===== config.mk =====
export PLATFORM = sky130hd
export DESIGN_NAME = omega_ramp_ctrl
export DESIGN_NICKNAME = d
export VERILOG_FILES = /design/src/rtl/three_phase_pkg.sv /design/src/rtl/tick_prescaler.sv /design/src/rtl/omega_ramp_ctrl.sv
export SDC_FILE = /design/constraint.sdc
export NUM_CORES = 1
export LEC_CHECK = 0
export CELL_PAD_IN_SITES_DETAIL_PLACEMENT = 1
export CELL_PAD_IN_SITES_GLOBAL_PLACEMENT = 1
export CORE_UTILIZATION = 46
export CTS_BUF_LIST = sky130_fd_sc_hd__clkbuf_16
export DETAILED_ROUTE_END_ITERATION = 6
export PLACE_DENSITY_LB_ADDON = 0.25
export SLEW_MARGIN = 10
export SYNTH_ARGS = -nofsm -noshare
export SYNTH_HDL_FRONTEND = slang
export SYNTH_SLANG_ARGS = --single-unit
export TNS_END_PERCENT = 10

===== constraint.sdc =====
create_clock -name clk -period 14.3 [get_ports clk]
set_input_delay 2.86 -clock clk [delete_from_list [all_inputs] [get_ports clk]]
set_output_delay 2.86 -clock clk [all_outputs]
set_load 0.01 [all_outputs]

===== src/rtl/three_phase_pkg.sv =====
// Shared definitions for the three_phase generator family: default omega width
// and the ramp controller's FSM state encoding (also visible on its debug port).
package three_phase_pkg;

  localparam int OMEGA_BW_DEF = 16;

  typedef enum logic [1:0] {
    ST_IDLE = 2'd0,
    ST_RAMP = 2'd1,
    ST_HOLD = 2'd2,
    ST_STOP = 2'd3
  } state_t;

endpackage


===== src/rtl/tick_prescaler.sv =====
// Free-running divider that pulses tick once every TICK_DIV clocks while run is
// high; restart or !run forces the count back to zero.
module tick_prescaler #(
  parameter int TICK_DIV = 1000
) (
  input  logic clk,
  input  logic rst,
  input  logic run,
  input  logic restart,
  output logic tick
);

  localparam int CNT_BW = (TICK_DIV > 1) ? $clog2(TICK_DIV) : 1;
  localparam logic [CNT_BW-1:0] LAST = CNT_BW'(TICK_DIV - 1);

  logic [CNT_BW-1:0] count_q, count_d;

  always_comb begin
    count_d = count_q;
    if (restart || !run) begin
      count_d = '0;
    end else if (count_q == LAST) begin
      count_d = '0;
    end else begin
      count_d = count_q + CNT_BW'(1);
    end
  end

  always_ff @(posedge clk) begin
    if (rst) begin
      count_q <= '0;
    end else begin
      count_q <= count_d;
    end
  end

  // A restart on the wrap cycle swallows that tick so the new period is a full one.
  assign tick = run && !restart && (count_q == LAST);

endmodule


===== src/rtl/omega_ramp_ctrl.sv =====
// Soft-start/soft-stop scheduler: slews omega toward an accepted signed target by
// at most step per prescaler tick, and ramps to zero when en drops.
module omega_ramp_ctrl
  import three_phase_pkg::*;
#(
  parameter int OMEGA_BW = OMEGA_BW_DEF,
  parameter int STEP_BW  = 16,
  parameter int TICK_DIV = 1000
) (
  input  logic                       clk,
  input  logic                       rst,
  input  logic                       en,
  input  logic signed [OMEGA_BW-1:0] target_omega,
  input  logic                       target_valid,
  output logic                       target_ready,
  input  logic        [STEP_BW-1:0]  step,
  output logic signed [OMEGA_BW-1:0] omega,
  output logic                       at_target,
  output logic        [1:0]          state_o
);

  localparam int CW = OMEGA_BW + STEP_BW + 2;

  state_t                     state_q, state_d;
  logic signed [OMEGA_BW-1:0] omega_q, omega_d;
  logic signed [OMEGA_BW-1:0] target_q, target_d;
  logic                       ready_q, ready_d;
  logic                       accept, run, tick, slew_en;
  logic signed [CW-1:0]       goal_x, omega_x, step_x, diff_x, mag_x, slewed_x;
  logic                       unused_slew_hi;

  // Handshake: a target transfers on a rising edge where target_valid and
  // target_ready are both high; ready is a registered copy of "next state != STOP".
  assign accept = target_valid && ready_q;
  assign run    = (state_q == ST_RAMP) || (state_q == ST_STOP);

  tick_prescaler #(.TICK_DIV(TICK_DIV)) u_prescaler (
    .clk     (clk),
    .rst     (rst),
    .run     (run),
    .restart (accept),
    .tick    (tick)
  );

  // Wide signed arithmetic so goal-omega and omega+-step can never wrap.
  always_comb begin
    goal_x  = (state_q == ST_RAMP) ? {{(CW-OMEGA_BW){target_q[OMEGA_BW-1]}}, target_q} : '0;
    omega_x = {{(CW-OMEGA_BW){omega_q[OMEGA_BW-1]}}, omega_q};
    step_x  = {{(CW-STEP_BW){1'b0}}, step};
    diff_x  = goal_x - omega_x;
    mag_x   = diff_x[CW-1] ? -diff_x : diff_x;
    if (mag_x <= step_x) begin
      slewed_x = goal_x;
    end else if (diff_x[CW-1]) begin
      slewed_x = omega_x - step_x;
    end else begin
      slewed_x = omega_x + step_x;
    end
  end

  assign unused_slew_hi = ^slewed_x[CW-1:OMEGA_BW];

  // STOP keeps ramping down even if en comes back; RAMP only moves while enabled.
  assign slew_en = tick && ((state_q == ST_STOP) || ((state_q == ST_RAMP) && en));

  always_comb begin
    state_d  = state_q;
    target_d = target_q;
    omega_d  = slew_en ? slewed_x[OMEGA_BW-1:0] : omega_q;
    if (accept) begin
      target_d = target_omega;
    end
    case (state_q)
      ST_IDLE: begin
        if (en && accept) state_d = ST_RAMP;
      end
      ST_RAMP: begin
        if (!en)                       state_d = ST_STOP;
        else if (accept)               state_d = ST_RAMP;
        else if (omega_d == target_q)  state_d = ST_HOLD;
      end
      ST_HOLD: begin
        if (!en)                                      state_d = ST_STOP;
        else if (accept && (target_omega != target_q)) state_d = ST_RAMP;
      end
      ST_STOP: begin
        if (omega_d == '0) state_d = ST_IDLE;
      end
      default: state_d = ST_IDLE;
    endcase
    ready_d = (state_d != ST_STOP);
  end

  always_ff @(posedge clk) begin
    if (rst) begin
      state_q  <= ST_IDLE;
      omega_q  <= '0;
      target_q <= '0;
      ready_q  <= 1'b1;
    end else begin
      state_q  <= state_d;
      omega_q  <= omega_d;
      target_q <= target_d;
      ready_q  <= ready_d;
    end
  end

  assign omega        = omega_q;
  assign target_ready = ready_q;
  assign at_target    = (state_q == ST_HOLD) && (omega_q == target_q);
  assign state_o      = state_q;

endmodule

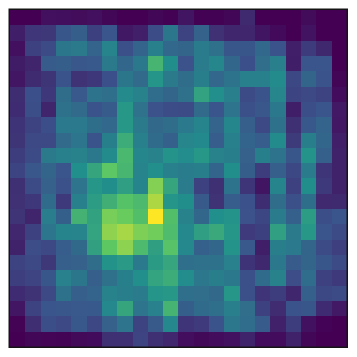
Figure 1: run 1, wire density map.
Drawn at 3 px/micron. 22 x 22 tiles, from dark purple (low) to yellow (high), scaled to the fullest tile. Values are wire area over tile area, all layers added.
tiles over half the peak	13%
nearly empty tiles	6.4%
fullest tile	0.80
densest ninth of the die	centre
mean over tiles	0.25
per-cell routed wire length: 20.8 microns
vias after detailed routing: 5814
Total Routed Length: 19500 microns
overall track demand over capacity in global routing: 31.8%

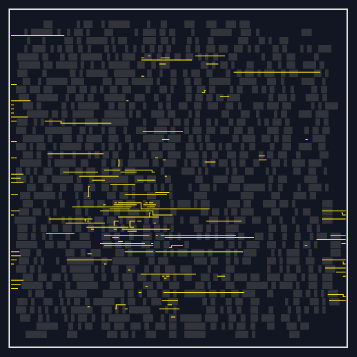
Figure 2: run 1, signal wires on met3.
Drawn at 3 px/micron.
longest straight run	29.4 microns
wire length on this layer	792 microns
main direction	horizontal
nets with wire on the layer	94
share of all routed wire	4.1%
M3 GR Usage: 2.59%

==> metrics.log, run 1 <==
[report] implementation figures
[metrics] Final Skew: 6.26 ps
[metrics] Vias/cell: ~6.2
[metrics] Post-CTS Hold Fix Bufs: 0
[metrics] final instance count without filler cells: about 940
[metrics] clock group share of total power: 18.2%
[metrics] combinational power: 0.364 mW
[metrics] layout buffering overhead excluding clock cells: under 10%
[metrics] number of non-clock buffers in the layout: approximately 60
[metrics] synthesized netlist net count: 855
[metrics] Max stage delay on crit path: approximately 570 ps
[metrics] failing checks: DRC
[metrics] Flop Count: 45
[metrics] Post-synth EDFFs: 0
[metrics] path type of the worst min-delay path: flip-flop to flip-flop
[metrics] number of nets at the end of the flow: 886
[metrics] Chip Area, Yosys: between 0.005 and 0.006 sq mm
[metrics] power consumed by sequential cells: roughly 0.14 mW
[metrics] Static Leak: ~2.5 nW
[metrics] overall power after layout: ~0.61 mW
[metrics] io pins: 56
[metrics] count of buffers inserted at the top-level ports: 55
[metrics] clock tree root driver cell: clkbuf_16
[metrics] synthesized area per cell: 7.30 sq um
[metrics] number of rows in the core area: 39
[metrics] number of design-rule violations left by the first detailed-router iteration: 274
[metrics] final tally of hold violations: 0
[metrics] tapcells inserted: roughly 140
[metrics] CTS tree: yes
[metrics] clock tree sinks: 45
[metrics] worst setup path start: state_o[0]$_SDFF_PP0_
[metrics] Multiplexer share: under 10%
[metrics] post-route worst hold slack: between 400 and 500 ps
[metrics] Gate Area: 0.00435 sq mm
[metrics] total congestion overflow: 0
[metrics] metal3 WL: 792 microns
[metrics] count of mapped cells out of synthesis: 765
[metrics] library cell with the largest summed area after synthesis: dfxtp_1
[metrics] number of gates resized after CTS: 0
[metrics] time the worst path needs with I/O delays and setup: about 7500 ps
[metrics] CP Data Required Time: approximately 14000 ps
[metrics] most instantiated logic cells after routing: nand2_1, xnor2_1, nor2_1, a21oi_1, clkdlybuf4s50_1
[metrics] global-route layer with the greatest usage: met2
[metrics] fraction of area in registers: 14.2%
[metrics] layout clock buffer count: 5
[metrics] setup-violating endpoint count in the final report: 0
[metrics] Initial DRT Pass Iterations: 7
[metrics] proportion of synthesized flip-flops having asynchronous set or reset: 0%
[metrics] maximum level of the CTS H-tree: 2
[metrics] Max Clk Rate: between 100 and 150 MHz
[metrics] dominant register cell: dfxtp_1
[metrics] proportion of power drawn by combinational gates: between 50% and 60%
[metrics] filler instances: 1507
[metrics] cts bufs inserted: 5
[metrics] CP endpoint: state_o[0]$_SDFF_PP0_
[metrics] Multi-input comb cells: around 630
[metrics] share of total power consumed by net switching: 44.5%
[metrics] post-synth top area share: around 16%
[metrics] worst setup path class: flip-flop to flip-flop
[metrics] run status: finished, violations left
[metrics] Placed Cells incl. Taps: ~930
[metrics] Worst Hold Path EP: u_prescaler.count_q[0]$_SDFF_PP0_
[metrics] count of instantiated cells in the yosys netlist: 765
[metrics] Dominant comb cell: simple AND/OR/NAND/NOR gates
[metrics] Final GP Congestion: 0.948
[metrics] largest net degree at the start of global routing: 40
[metrics] startpoint type of the worst setup path: flip-flop
[metrics] detailed placer's ending HPWL: 15600 microns
[metrics] Internal Power: 0.340 mW
[metrics] number of signal-net inverters in the final layout: 52
[metrics] met2 wire length: 9760 microns
[metrics] dominant logic cell type in the layout: nand2_1
[metrics] die area: 0.0126 sq mm
[metrics] total clock network power: 0.111 mW
[metrics] highest ir drop seen on vdd: ~89 uV
[metrics] unrepaired setup endpoints after global routing: no
[metrics] sequential group share of total power: 22.3%
[metrics] number of diodes added for antenna fixing: 0
[metrics] Top Metal Used: met4
[metrics] DRC violations left: 3
[metrics] Biggest Area Class: multi-input combinational cells
[metrics] number of cells on the worst hold path: 1
[metrics] crit-path leading delay family: simple AND/OR/NAND/NOR gates
[metrics] sequential cell area in the final layout: ~900 sq um
[metrics] Yosys reg bits: 45
[metrics] transition time at the pin with the least slew margin: 758 ps
[metrics] reg-to-reg endpoint: state_o[0]$_SDFF_PP0_
[metrics] clock latency reported for the late side of the worst-skew pair: 290 ps
[metrics] count of synthesis-stage warnings from yosys: 0
[metrics] wire length of the first global-routing pass: 31500 microns
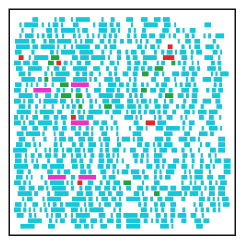
Figure 3: run 1, cell sizes after repair.
Drawn at 2 px/micron.
size	colour	cells	share
_6 and larger	magenta	5	0.63%
_3 and _4 cells	red	7	0.88%
_0 and _1 cells	cyan	770	97%
_2 cells	green	15	1.9%
Area Overhead vs Synth: 13.6%
cell area after layout: 0.00634 sq mm

run 1: state kept, by name, summed over array words and instances, names as in the netlist:
signal,flops
target_ready,1
target_q,16
state_o,2
u_prescaler.count_q,10
omega,16
run 1: synthesized netlist by cell type, drive strengths merged (3+ instances only):
master	instances
a2111oi	3
a211oi	19
a21o	10
a21oi	63
a31oi	7
and2	19
and3	9
buf	6
clkbuf	29
dfxtp	45
fa	4
ha	50
inv	52
mux2i	17
nand2	83
nand2b	7
nand3	17
nand4	12
nor2	66
nor2b	14
nor3	17
nor4	8
o2111ai	3
o211ai	9
o21a	6
o21ai	35
o21bai	4
o22ai	3
o31ai	4
or2	3
or3	4
xnor2	71
xor2	25
Figure 4. The clock network (run 1).
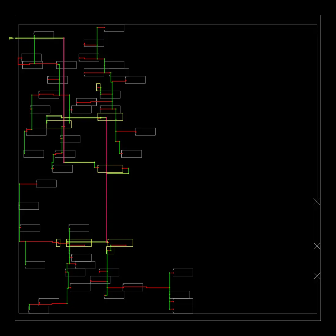

==> run 1 -> run 2 <==
- CORE_UTILIZATION: 46 -> 39
- clock period: 14.3 -> 6 ns (I/O delays scaled with it)
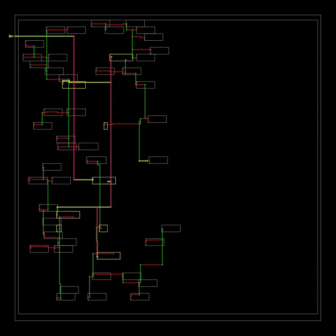
Figure 5: run 2, the clock network.
Flop Count: 45
layout clock buffer count: 5

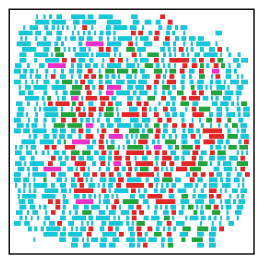
Figure 6: run 2, cell sizes after repair.
Drawn at 2 px/micron.
size	colour	cells	share
_2 cells	green	73	7.8%
_0 and _1 cells	cyan	679	72%
_6 and larger	magenta	13	1.4%
_3 and _4 cells	red	176	19%
number of non-clock buffers in the layout: 203
final worst-path setup slack: -79.4 ps

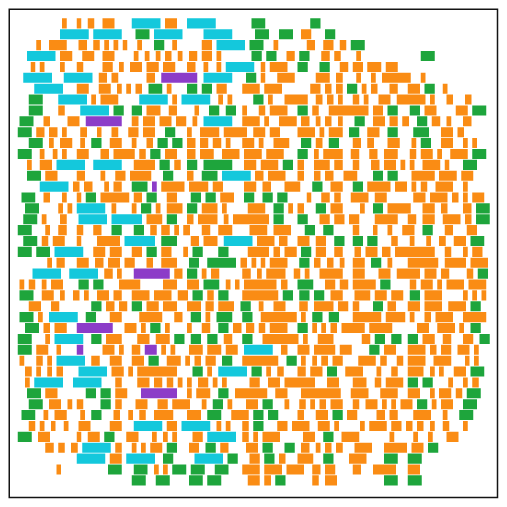
Figure 7: run 2, cell classes on the final placement.
Drawn at 4 px/micron.
class	colour	cells
sequential cells	cyan	45
clock drivers and dummy loads	purple	8
combinational and other logic	orange	685
remaining buffers and delay cells	green	203
final core occ: 58.1%
number of rows in the core area: 43
area of the core: 0.0139 sq mm
cell area after layout: 0.00810 sq mm
fraction of area in registers: 11.2%

==> metrics.log, run 2 <==
[report] implementation figures
[metrics] count of instantiated cells in the yosys netlist: 765
[metrics] Internal Power: 1.08 mW
[metrics] clock tree sinks: between 40 and 50
[metrics] total congestion overflow: 0
[metrics] global-route layer with the greatest usage: met2
[metrics] most instantiated logic cells after routing: buf_4, nand2_1, xnor2_1, nor2_1, clkdlybuf4s50_1
[metrics] Vias/cell: just under 6
[metrics] share of total power consumed by net switching: 44.2%
[metrics] highest ir drop seen on vdd: roughly 160 uV
[metrics] reg-to-reg endpoint: target_ready$_SDFF_PP1_
[metrics] run status: finished, violations left
[metrics] Worst Hold Path EP: u_prescaler.count_q[0]$_SDFF_PP0_
[metrics] count of synthesis-stage warnings from yosys: 0
[metrics] overall track demand over capacity in global routing: a little under a third
[metrics] number of diodes added for antenna fixing: 0
[metrics] time the worst path needs with I/O delays and setup: 6080 ps
[metrics] largest net degree at the start of global routing: 36
[metrics] Gate Area: 0.00492 sq mm
[metrics] crit-path leading delay family: simple AND/OR/NAND/NOR gates
[metrics] final instance count without filler cells: 1121
[metrics] Post-synth EDFFs: 0
[metrics] path type of the worst min-delay path: flip-flop to flip-flop
[metrics] CTS tree: yes
[metrics] startpoint type of the worst setup path: flip-flop
[metrics] Static Leak: roughly 3.4 nW
[metrics] detailed placer's ending HPWL: 18300 microns
[metrics] final worst-path setup slack: -79.4 ps
[metrics] Max Clk Rate: 164 MHz
[metrics] failing checks: setup timing
[metrics] number of cells on the worst hold path: 1
[metrics] clock tree root driver cell: clkbuf_16
[metrics] cts bufs inserted: 5
[metrics] library cell with the largest summed area after synthesis: dfxtp_1
[metrics] setup-violating endpoint count in the final report: 3
[metrics] CP Data Required Time: 6240 ps
[run 2: cell counts after synthesis]
No cell type changed its count.
[run 2: kinds of logic after synthesis]
family / Yosys count / synth area share (%)
AND-OR/OR-AND: 195 / 23.0
multiplexers: 19 / 3.45
AND/OR/NAND/NOR: 269 / 23.6
flip-flops: 45 / 16.1
buffers and inverters: 87 / 6.14
XOR/XNOR: 96 / 15.1
adder cells (fa/ha/maj): 54 / 12.6
[run 2: timing repair]
action / 4_1_cts / 5_1_grt
hold buffers: 0 / 0
pin swaps: 7 / 58
setup buffers: 4 / 18
gates resized: 31 / 99
gates cloned: 1 / 0
endpoints found under the hold margin: 0 / 0
setup endpoints to repair: 3 / 3
Power is estimated from default activity; no workload was simulated.
